[src/rtl/led_share_if.sv]
// Handshake bundle between the status sources and the shared-LED arbiter.
// The master side drives requests and rates; the slave side returns grant/led/busy.
interface led_share_if #(
    parameter int N_REQ  = 4,
    parameter int RATE_W = 4
);
    logic [N_REQ-1:0]        req;
    logic [N_REQ*RATE_W-1:0] rate;
    logic [N_REQ-1:0]        grant;
    logic                    led;
    logic                    busy;

    modport master (output req, rate, input grant, led, busy);
    modport slave  (input req, rate, output grant, led, busy);
endinterface

[src/rtl/led_share_arbiter.sv]
// Shares one LED between N_REQ requesters: a free-running tick prescaler drives a
// round-robin slot scheduler and a per-grant blink phase generator.
module led_share_arbiter #(
    parameter int N_REQ      = 4,
    parameter int TICK_DIV   = 9,
    parameter int SLOT_TICKS = 8,
    parameter int RATE_W     = 4
) (
    input  logic       clk,
    input  logic       rst,
    led_share_if.slave bus
);
    localparam int PW = $clog2(N_REQ);
    localparam int SW = $clog2(SLOT_TICKS + 1);
    localparam int HW = RATE_W + 1;

    typedef enum logic {IDLE, GRANT} state_t;

    state_t            state, state_n;
    logic [31:0]       presc;
    logic              tick;
    logic [PW-1:0]     ptr, ptr_n, owner, owner_n, winner;
    logic              found;
    logic [RATE_W-1:0] win_rate;
    logic [N_REQ-1:0]  grant_q, grant_n;
    logic              led_q, led_n, busy_q;
    logic [HW-1:0]     phase, phase_n, half, half_n;
    logic [SW-1:0]     slot, slot_n;
    logic              take, drop;

    function automatic logic [PW-1:0] wrap(input int v);
        return PW'(v % N_REQ);
    endfunction

    assign tick = (presc == 32'(TICK_DIV));

    always_ff @(posedge clk or posedge rst) begin
        if (rst) presc <= '0;
        else     presc <= tick ? '0 : presc + 32'd1;
    end

    // Rotating priority: first set request at or after ptr wins.
    always_comb begin
        found  = 1'b0;
        winner = ptr;
        for (int i = 0; i < N_REQ; i++) begin
            if (!found && bus.req[wrap(int'(ptr) + i)]) begin
                found  = 1'b1;
                winner = wrap(int'(ptr) + i);
            end
        end
    end

    assign win_rate = bus.rate[int'(winner)*RATE_W +: RATE_W];

    always_comb begin
        state_n = state;
        owner_n = owner;
        ptr_n   = ptr;
        grant_n = grant_q;
        led_n   = led_q;
        phase_n = phase;
        half_n  = half;
        slot_n  = slot;
        take    = 1'b0;
        drop    = 1'b0;
        case (state)
            IDLE: take = found;
            GRANT: begin
                if (!bus.req[owner]) begin
                    take = found;
                    drop = !found;
                end else if (tick) begin
                    phase_n = phase - HW'(1);
                    if (phase == HW'(1)) begin
                        led_n   = ~led_q;
                        phase_n = half;
                    end
                    slot_n = slot - SW'(1);
                    // Sole requester keeps blinking without a restart on slot expiry.
                    if (slot == SW'(1)) begin
                        if (winner != owner) take = 1'b1;
                        else                 slot_n = SW'(SLOT_TICKS);
                    end
                end
            end
            default: state_n = IDLE;
        endcase
        if (take) begin
            state_n = GRANT;
            owner_n = winner;
            ptr_n   = wrap(int'(winner) + 1);
            grant_n = N_REQ'(1) << winner;
            led_n   = 1'b1;
            half_n  = HW'(win_rate) + HW'(1);
            phase_n = HW'(win_rate) + HW'(1);
            slot_n  = SW'(SLOT_TICKS);
        end else if (drop) begin
            state_n = IDLE;
            grant_n = '0;
            led_n   = 1'b0;
        end
    end

    always_ff @(posedge clk or posedge rst) begin
        if (rst) begin
            state   <= IDLE;
            owner   <= '0;
            ptr     <= '0;
            grant_q <= '0;
            led_q   <= 1'b0;
            busy_q  <= 1'b0;
            phase   <= '0;
            half    <= '0;
            slot    <= '0;
        end else begin
            state   <= state_n;
            owner   <= owner_n;
            ptr     <= ptr_n;
            grant_q <= grant_n;
            led_q   <= led_n;
            busy_q  <= (grant_n != '0);
            phase   <= phase_n;
            half    <= half_n;
            slot    <= slot_n;
        end
    end

    assign bus.grant = grant_q;
    assign bus.led   = led_q;
    assign bus.busy  = busy_q;
endmodule
[src/flat_wrapper.sv]
// flat-port wrapper written by rule: the top's interface ports become plain ports
module led_share_arbiter_flat 
#(
    parameter int N_REQ      = 4,
    parameter int TICK_DIV   = 9,
    parameter int SLOT_TICKS = 8,
    parameter int RATE_W     = 4
)
  (clk, rst, bus_req, bus_rate, bus_grant, bus_led, bus_busy);
  led_share_if #(.N_REQ(N_REQ), .RATE_W(RATE_W)) bus_i ();
  input  logic clk;
  input  logic rst;
  input wire logic [$bits(bus_i.req)-1:0] bus_req;
  input wire logic [$bits(bus_i.rate)-1:0] bus_rate;
  output wire logic [$bits(bus_i.grant)-1:0] bus_grant;
  output wire logic [$bits(bus_i.led)-1:0] bus_led;
  output wire logic [$bits(bus_i.busy)-1:0] bus_busy;
  assign bus_i.req = bus_req;
  assign bus_i.rate = bus_rate;
  assign bus_grant = bus_i.grant;
  assign bus_led = bus_i.led;
  assign bus_busy = bus_i.busy;
  led_share_arbiter #(.N_REQ(N_REQ), .TICK_DIV(TICK_DIV), .SLOT_TICKS(SLOT_TICKS), .RATE_W(RATE_W)) u_core (.clk(clk), .rst(rst), .bus(bus_i));
endmodule
[config.mk]
export PLATFORM = sky130hd
export DESIGN_NAME = led_share_arbiter_flat
export DESIGN_NICKNAME = d
export VERILOG_FILES = /design/src/rtl/led_share_if.sv /design/src/rtl/led_share_arbiter.sv /design/src/flat_wrapper.sv
export SDC_FILE = /design/constraint.sdc
export NUM_CORES = 1
export LEC_CHECK = 0
export ABC_CLOCK_PERIOD_IN_PS = 2300
export CAP_MARGIN = 10
export CORE_MARGIN = 4
export CORE_UTILIZATION = 52
export CTS_CLUSTER_DIAMETER = 50
export DETAILED_ROUTE_END_ITERATION = 10
export PLACE_DENSITY = 0.78
export SYNTH_ARGS = -nofsm -noshare
export SYNTH_HDL_FRONTEND = slang
export SYNTH_SLANG_ARGS = --single-unit
[constraint.sdc]
create_clock -name clk -period 2.3 [get_ports clk]
set_input_delay 0.46 -clock clk [delete_from_list [all_inputs] [get_ports clk]]
set_output_delay 0.46 -clock clk [all_outputs]
set_load 0.02 [all_outputs]
Run 1, congestion heat map:
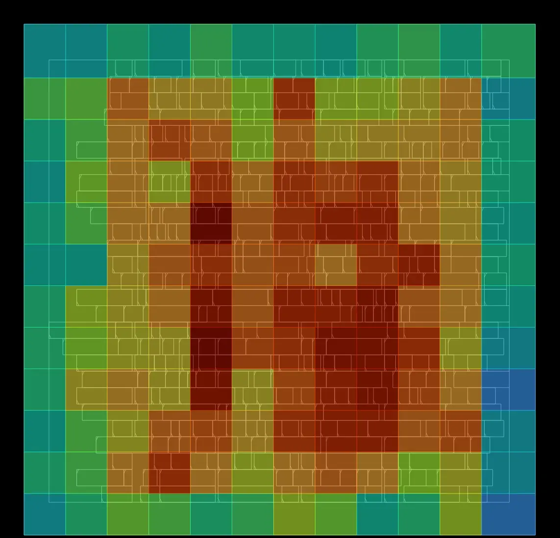
average wire per standard cell: 19.9 um
gr usage total: 0.237
GR Util met3: 0.0476
grt met1 use: 0.295
busiest layer in global routing: met2

Run 1, PDN straps and rails:
Bar = 20 um. Pins as bars on the die edge. Tap cells in grey.
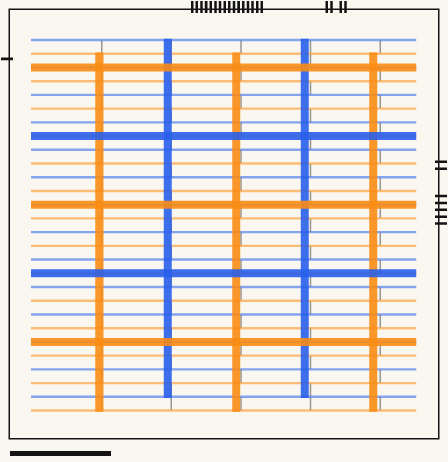
VDD: drawn in blue. VSS: drawn in orange.
5 straps on met5. The core has 27 rows. 28 met1 rails follow the rows.

Run 1, signal wires by layer:
Two of the layers only.
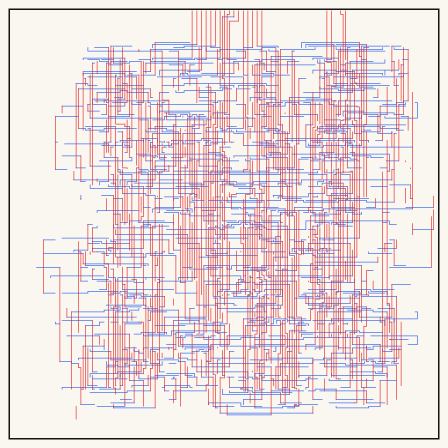
metal 2: drawn in red, wire length 4910 um. metal 1: drawn in blue, wire length 3850 um.

Run 1, zoomed window:
Window x 51 to 76, y 9 to 34 um. Cells in grey, sequential cells in the stronger grey; small squares are vias.
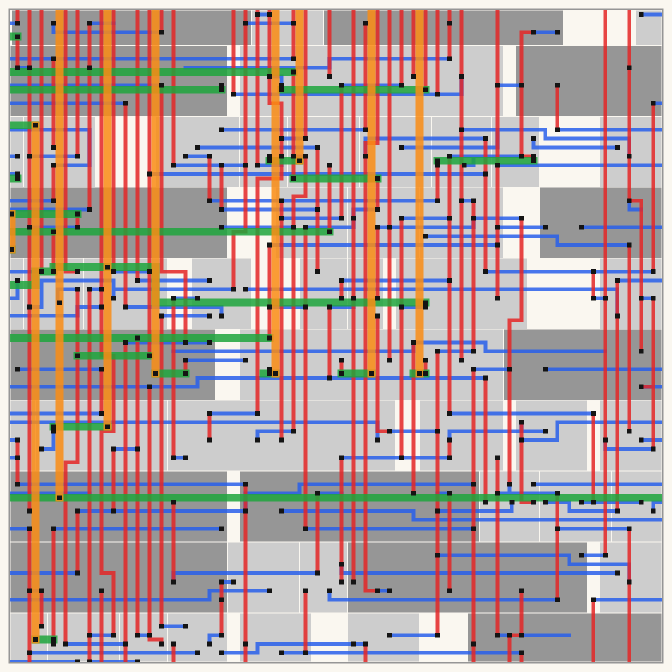
metal 1: drawn in blue. metal 3: drawn in green. metal 2: drawn in red. metal 4: drawn in orange.
Sequential cells in the window: 11. Most frequent: buf_4 (12), dfrtp_1 (11). 47 logic cells have their middle in the window. Netlist names of flops here include u_core.presc (9).

[run 1: cells in the final DEF, fill, tap and decap left out, types with 3 or more instances in the layout]
cell type,n
mux2_2,3
ha_1,9
dlygate4sd2_1,3
clkdlybuf4s50_1,23
bufinv_16,3
a21oi_1,4
nand4_1,5
inv_1,10
nor2_2,4
nand3_1,17
a21oi_2,3
buf_6,9
and4_1,4
nand2b_1,3
mux2i_1,10
nor3_1,4
buf_4,71
and3_1,7
xor2_1,10
dfrtp_1,55
xnor2_1,22
inv_2,4
o21ai_0,3
o21ai_1,4
clkbuf_8,9
nand2_1,26
nor2_1,17
and2_1,3
mux2_4,4
a22o_1,4
[run 1: power by group through the flow]
stage	clock network, mW	logic [mW]	registers [mW]
4_1_cts	1.17	2.22	1.40
6_report	1.17	2.75	1.43
5_1_grt	1.23	2.92	1.44
3_3_place_gp	0	1.79	1.40
3_5_place_dp	0	1.86	1.41
2_1_floorplan	0	1.12	1.43
[run 1: per-layer routing]
| metal | vias up | GRT usage | part of all wire |
|---|---|---|---|
| met5 | - | 0 | 0 |
| met4 | 0 | 0.128 | 0.048 |
| met3 | 46 | 0.0476 | 0.049 |
| met2 | 124 | 0.388 | 0.51 |
| met1 | 1396 | 0.295 | 0.40 |
| li1 | 1286 | - | - |
[run 1: synth_stat cells (2+ instances only)]
| cell | count | area share |
|---|---|---|
| and2_1 | 4 | 0.0082 |
| clkbuf_1 | 2 | 0.0024 |
| nand4_1 | 5 | 0.010 |
| nor2_1 | 21 | 0.026 |
| nand2b_1 | 3 | 0.0061 |
| o211ai_1 | 2 | 0.0049 |
| and3_1 | 7 | 0.014 |
| xor2_1 | 10 | 0.029 |
| xnor2_1 | 23 | 0.066 |
| nand2_1 | 26 | 0.032 |
| nand3_1 | 17 | 0.028 |
| and4_1 | 4 | 0.011 |
| o22a_1 | 2 | 0.0057 |
| nor3_1 | 5 | 0.0082 |
| a21o_1 | 2 | 0.0049 |
| o21ai_1 | 2 | 0.0033 |
| nor4_1 | 6 | 0.012 |
| dfrtp_1 | 57 | 0.46 |
| mux2i_1 | 11 | 0.036 |
| o21ai_0 | 8 | 0.013 |
| a31oi_1 | 2 | 0.0041 |
| or4_1 | 2 | 0.0049 |
| nor4b_1 | 3 | 0.0086 |
| o21a_1 | 2 | 0.0049 |
| o2bb2ai_1 | 2 | 0.0057 |
| inv_1 | 14 | 0.017 |
| mux2_2 | 7 | 0.026 |
| ha_1 | 11 | 0.045 |
| a21oi_1 | 7 | 0.011 |
| a22o_1 | 4 | 0.011 |
| nor2b_1 | 3 | 0.0061 |
[run 1: cells by family after synthesis]
logic type / synth area share
and+or+nand+nor: 0.191
DFF: 0.465
adders and majority gates: 0.0448
buffers and inverters: 0.0224
muxes: 0.0689
xor gates and xnor gates: 0.0942
AOI/OAI and AO/OA: 0.114
[run 1: registers in the layout, indices dropped and copies added (netlist names)]
name	cells
u_core.presc	32
u_core.half	5
u_core.phase	5
u_core.bus.grant	4
u_core.slot	4
u_core.owner	2
u_core.ptr	2
u_core.bus.busy	1
u_core.bus.led	1
u_core.state	1
==> run_results.csv, run 1 <==
group,metric,value,unit
worst_setup_path,crit_arrival,2940,ps
finish,n_antenna_cell,0,
pwr,ir_drop,0.719,mV
die,die-area,0.00720,sq mm
die,ios,28,
logic_synthesis,ys_ff,57,
worst_setup_path,critPathTopFamily,"AND-OR/OR-AND gates",
die,fp_util,0.547,
pwr,pwr-share-comb,0.514,
logic_synthesis,edf_count,0,
logic_synthesis,syn-instance-count,294,
finish,comb_cells,219,
worst_setup_path,cp-endpoint,"u_core.bus.busy",
worst_setup_path,slowest_stage,"a2111oi_4",
placement,port_buffers,27,
worst_setup_path,worst_r2r_endpoint,"u_core.bus.busy",
finish,areaGrowthSynthToFinish,50.3,%
pwr,pwr-share-clk,0.219,
die,taps,72,
final_timing,setup_ws,-411,ps
clock_network,cts_setup_buffers,7,
pwr,power.internal,3.34,mW
finish,clk_share,0.0526,
flow_run,maxCapViolations,0,
clock_network,cts_inserted_buffers,9,
clock_network,cts.sinks,57,
pwr,p_leak,2.19,nW
logic_synthesis,ys_types,51,
final_timing,tns,-3770,ps
final_timing,hold_violations,0,
clock_network,cts_tree,"done",
clock_network,worstSkewPairLatency,350,ps
finish,inverters_excl_clock,15,
logic_synthesis,syn_area,0.00307,sq mm
placement,globalplace.congestion,0.839,
logic_synthesis,ys_cells,294,
clock_network,cts_root_buf,"clkbuf_8",
detailed_routing,ant_nets,0,
finish,logic_area,0.00186,sq mm
grt,grt_overflow,0,
detailed_routing,via_per_inst,5.84,
finish,n_clock_buffer,10,
detailed_routing,route.detailed.drc,0,
finish,nNetsFinal,444,
finish,regArea,0.00143,sq mm
pwr,pwr_density_cell,1160,mW/mm^2
final_timing,holdWs,489,ps
placement,place_area,0.00393,sq mm
flow_run,warnings,35,
grt,antenna_found_initial,0,
worst_setup_path,r2r_start,"u_core.ptr[1]",
final_timing,drv_slew,0,
detailed_routing,drt-total-wl,9700,um
die,die_w,84.8,um
finish,seq_share,0.310,
worst_setup_path,crit_chain,"a2111oi_4 -> nor3_2 -> o41ai_4 -> a21oi_4 -> a22o_1 -> or4_1",
placement,placed_cells,455,
pwr,switching_share,0.375,
finish,buffer_area_frac,0.203,
finish,final_util,0.822,
worst_setup_path,crit_type,"reg2reg",
logic_synthesis,synth_chip_area,0.00307,sq mm
worst_setup_path,crit_cells,6,
logic_synthesis,avgSynthCellArea,10.4,sq um
detailed_routing,dr.pass1.iters,5,
grt,grt_pass1_wl,13400,um
worst_setup_path,crit_buf_inv,0,
outcome,violations,"negative setup slack",
clock_network,htreeDepth,3,
worst_setup_path,rrSetupSlack,-410,ps
worst_setup_path,rr_worst_depth,6,
final_timing,fin_crit,2710,ps
finish,ff_count,57,
finish,fillers,270,
clock_network,clkTransAtPathRegs,80,ps
placement,place_hpwl,5170,um
pwr,total_power,5.35,mW
worst_setup_path,critPathLaunchType,"register",
logic_synthesis,synth_seq_share,0.465,
logic_synthesis,synthFlopType,"dfrtp_1",
logic_synthesis,ys_warn_count,0,
pwr,power.share.sequential,0.267,
die,core_area,0.00561,sq mm
finish,drive_gt1_frac,0.361,
finish,comb_share,0.402,
outcome,status,"complete, but fails checks",
clock_network,cts_buffer_depth,2,
grt,grt_pass1_vias,2774,
pwr,p_sw,2.01,mW
finish,largest_class,"combinational gates",
final_timing,finalClockPeriodUsage,1.18,
final_timing,clock_skew,14.0,ps
worst_setup_path,cp_slowest_stage_delay,530,ps
final_timing,setup_viol,22,
==> run 2: changes to the inputs <==
- ABC_CLOCK_PERIOD_IN_PS: 2300 -> 2550
- CORE_MARGIN: 4 -> not set
- CORE_UTILIZATION: 52 -> 55
- PLACE_DENSITY: 0.78 -> 0.79
- clock period: 2.3 -> 2.55 ns (I/O delays scaled with it)
Run 2, signal wires by layer:
Two of the layers only.
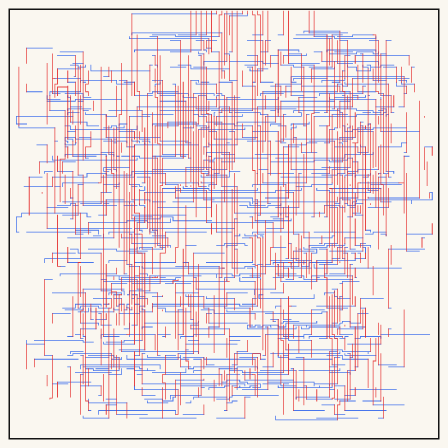
metal 1: drawn in blue, wire length 3360 um. metal 2: drawn in red, wire length 3630 um.

Run 2, zoomed window:
Window x 45 to 70, y 7 to 32 um. Cells in grey, sequential cells in the stronger grey; small squares are vias.
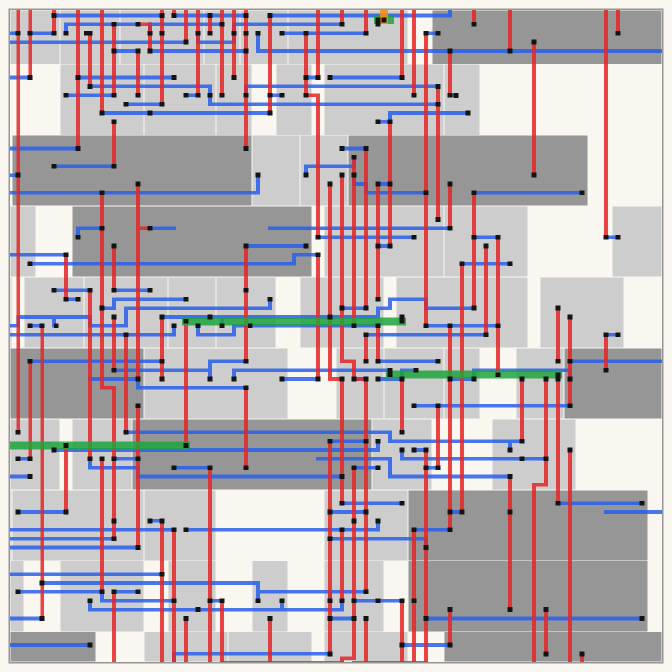
metal 3: drawn in green. metal 1: drawn in blue. metal 4: drawn in orange. metal 2: drawn in red.
Most frequent: dfrtp_1 (8), nand3_1 (5). Netlist names of flops here include u_core.presc (6), u_core.slot (2). 47 logic cells have their middle in the window. Sequential cells in the window: 8.

==> run_results.csv, run 2 <==
group,metric,value,unit
detailed_routing,drt-total-wl,7450,um
finish,largest_reg_flops,32,
worst_hold_path,whs_path_depth,1,
die,die_w,76.7,um
placement,place_area,0.00373,sq mm
placement,placed_cells,428,
worst_setup_path,worst_r2r_endpoint,"u_core.bus.busy",
final_timing,hold_violations,0,
clock_network,cts.sinks,57,
placement,globalplace.congestion,0.841,
finish,regArea,0.00143,sq mm
finish,areaGrowthSynthToFinish,34.7,%
detailed_routing,dr.pass1.iters,4,
grt,met1_usage,0.330,
placement,place_hpwl,4630,um
detailed_routing,wl_per_cell,16.4,um
detailed_routing,num_vias,2591,
logic_synthesis,synth_chip_area,0.00307,sq mm
finish,final_util,0.790,
final_timing,drv_slew,0,
logic_synthesis,avgSynthCellArea,10.4,sq um
grt,met2_usage,0.383,
logic_synthesis,top_area_cell,"dfrtp_1",
detailed_routing,via_per_inst,5.71,
final_timing,finalClockPeriodUsage,1.07,
worst_setup_path,r2r_start,"u_core.ptr[0]",
die,ios,28,
pwr,p_leak,1.92,nW
final_timing,worst_pin_slew,873,ps
clock_network,cts_buffer_depth,2,
clock_network,cts_inserted_buffers,9,
final_timing,slew_headroom,0.410,
grt,grt_overflow,0,
placement,port_buffers,27,
logic_synthesis,common_cells,"57 x dfrtp_1, 26 x nand2_1, 23 x xnor2_1",
clock_network,clkTransAtPathRegs,60,ps
outcome,violations,"negative setup slack",
finish,drive_gt1_frac,0.258,
final_timing,grt_setup_unrepaired,"yes",
worst_hold_path,holdPathEnd,"u_core.presc[31]",
finish,fillers,310,
pwr,ir_drop,0.798,mV
detailed_routing,route.detailed.drc,0,
final_timing,tns,-638,ps
worst_hold_path,hold_path_class,"reg2reg",
final_timing,setup_ws,-172,ps
clock_network,cts_root_buf,"clkbuf_8",
worst_setup_path,critPathLaunchType,"primary input",
die,fp_util,0.586,
finish,top_regs,"u_core.presc: 32 flops, u_core.half: 5 flops, u_core.phase: 5 flops",
detailed_routing,drtIter0Drc,191,
final_timing,fmax,367,MHz
logic_synthesis,syn_area,0.00307,sq mm
finish,regMostFlops,"u_core.presc",
finish,n_antenna_cell,0,
finish,final_area,0.00414,sq mm
flow_run,maxCapViolations,0,
worst_setup_path,crit_arrival,2930,ps
finish,nNetsFinal,412,
grt,grt_max_degree,58,
grt,busiest_layer,"met2",
logic_synthesis,synthDominantCellAreaShare,0.465,
grt,track_usage,0.254,
flow_run,warnings,34,
logic_synthesis,async_reset_ff_frac,1.00,
clock_network,htreeDepth,3,
logic_synthesis,synth_seq_share,0.465,
die,core_area,0.00524,sq mm
finish,stdcell_count,454,
worst_setup_path,crit_type,"in2reg",
final_timing,clock_skew,11.7,ps
grt,antenna_found_initial,0,
die,die-area,0.00588,sq mm
worst_setup_path,rr_worst_depth,8,
finish,final_cell_mix,"55 x dfrtp_1, 46 x buf_4, 26 x nand2_1",
worst_hold_path,worstHoldStart,"u_core.presc[31]",
logic_synthesis,ys_cells,294,
pwr,pwr_density_cell,1020,mW/mm^2
die,placementRows,26,
grt,met3_usage,0.0869,
finish,logic_area,0.00171,sq mm
clock_network,worstSkewPairLatency,340,ps
logic_synthesis,edf_count,0,
detailed_routing,ant_nets,0,
final_timing,fin_crit,2720,ps
worst_setup_path,cp_data_required_time,2760,ps
grt,grt_pass1_vias,2454,
outcome,status,"complete, but fails checks",
logic_synthesis,ys_ff,57,
final_timing,setup_viol,10,
logic_synthesis,syn-instance-count,294,
logic_synthesis,ys_warn_count,0,
worst_setup_path,cp_max_fo,7,
logic_synthesis,synth_nets,327,
finish,mostFrequentLayoutCell,"dfrtp_1",
clock_network,cts_tree,"done",
worst_setup_path,cp-end-kind,"register",
die,die_h,76.7,um
logic_synthesis,synthFlopType,"dfrtp_1",
logic_synthesis,most_common_cell,"dfrtp_1",
logic_synthesis,ys_top_cells_by_area,"dfrtp_1 46%, xnor2_1 6.6%, ha_1 4.5%",
worst_setup_path,rrSetupSlack,-120,ps
logic_synthesis,ys_types,51,
grt,grt_pass1_wl,11500,um
Run 2, met4 routing:
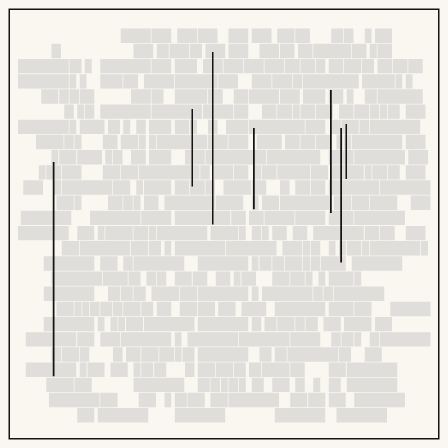
The longest straight run is 38.1 um. The wires run mostly vertical. 7 nets have wire on it. The layer carries 152 um of wire. The layer holds 2.0% of the routed length.

## run 2: cell counts after synthesis
No cell type changed its count.
## run 2: logic make-up after synthesis
| kind of cell | Yosys count | share of synthesized area |
|---|---|---|
| buffers and inverters | 18 | 0.0224 |
| DFF | 57 | 0.465 |
| xor gates and xnor gates | 33 | 0.0942 |
| AOI/OAI and AO/OA | 45 | 0.114 |
| and+or+nand+nor | 111 | 0.191 |
| muxes | 19 | 0.0689 |
| adders and majority gates | 11 | 0.0448 |
## run 2: timing repair
action,in CTS,in global routing
pin swaps,10,8
hold buffers,0,0
cloned,0,0
gates resized,15,32
endpoints found under the setup margin,17,13
setup buffers,5,5
hold endpoints to repair,0,0
## run 2: area by class of cell
class / count / share of cell area
multi-input combinational: 219 / 0.413
sequential: 57 / 0.346
timing repair buffer: 77 / 0.159
clock buffer: 13 / 0.0360
tap: 70 / 0.0212
inverter: 15 / 0.0154
clock inverter: 3 / 0.00968
## run 2: critical path: stages
cell and delay (ps):
dlygate4sd2_1 270, buf_4 150, nor2b_1 160, o21ai_0 180, and3b_1 250, o41ai_4 480
a21oi_4 140, a22o_1 250, or4_1 530
## run 2: report_power, final
part	total, mW	switching, mW	leakage, nW	internal, mW
Sequential	1.28	0.180	0.736	1.10
Clock	0.827	0.351	0.0974	0.475
Combinational	2.12	1.03	1.09	1.09
Total	4.22	1.56	1.92	2.66
## run 2: worst max-delay path by stage
stage | startpoint | to | slack [ps]
after floorplan | bus_req[2] | u_core.bus.busy | 30
after global placement | bus_req[1] | u_core.bus.busy | -650
after detailed placement | bus_req[1] | u_core.bus.busy | -730
after CTS | u_core.presc[1] | u_core.bus.busy | -60
after global routing | u_core.ptr[0] | u_core.slot[3] | -220
final | bus_req[3] | u_core.bus.busy | -170
## run 2: per-stage QoR
stage | power (mW) | hold WS, ps | setup slack, ps
finish | 4.22 | 479 | -172
global route | 4.49 | 513 | -220
CTS | 3.88 | 484 | -55.6
detailed placement | 2.93 | 471 | -730
global placement | 2.87 | 460 | -650
floorplan | 2.29 | 446 | 35.0
## run 2: routing by layer
layer,vias to the layer above,share of wire
li1,1218,-
met1,1286,0.45
met2,71,0.49
met3,16,0.043
met4,0,0.020
met5,-,0
Power is estimated from default activity; no workload was simulated.
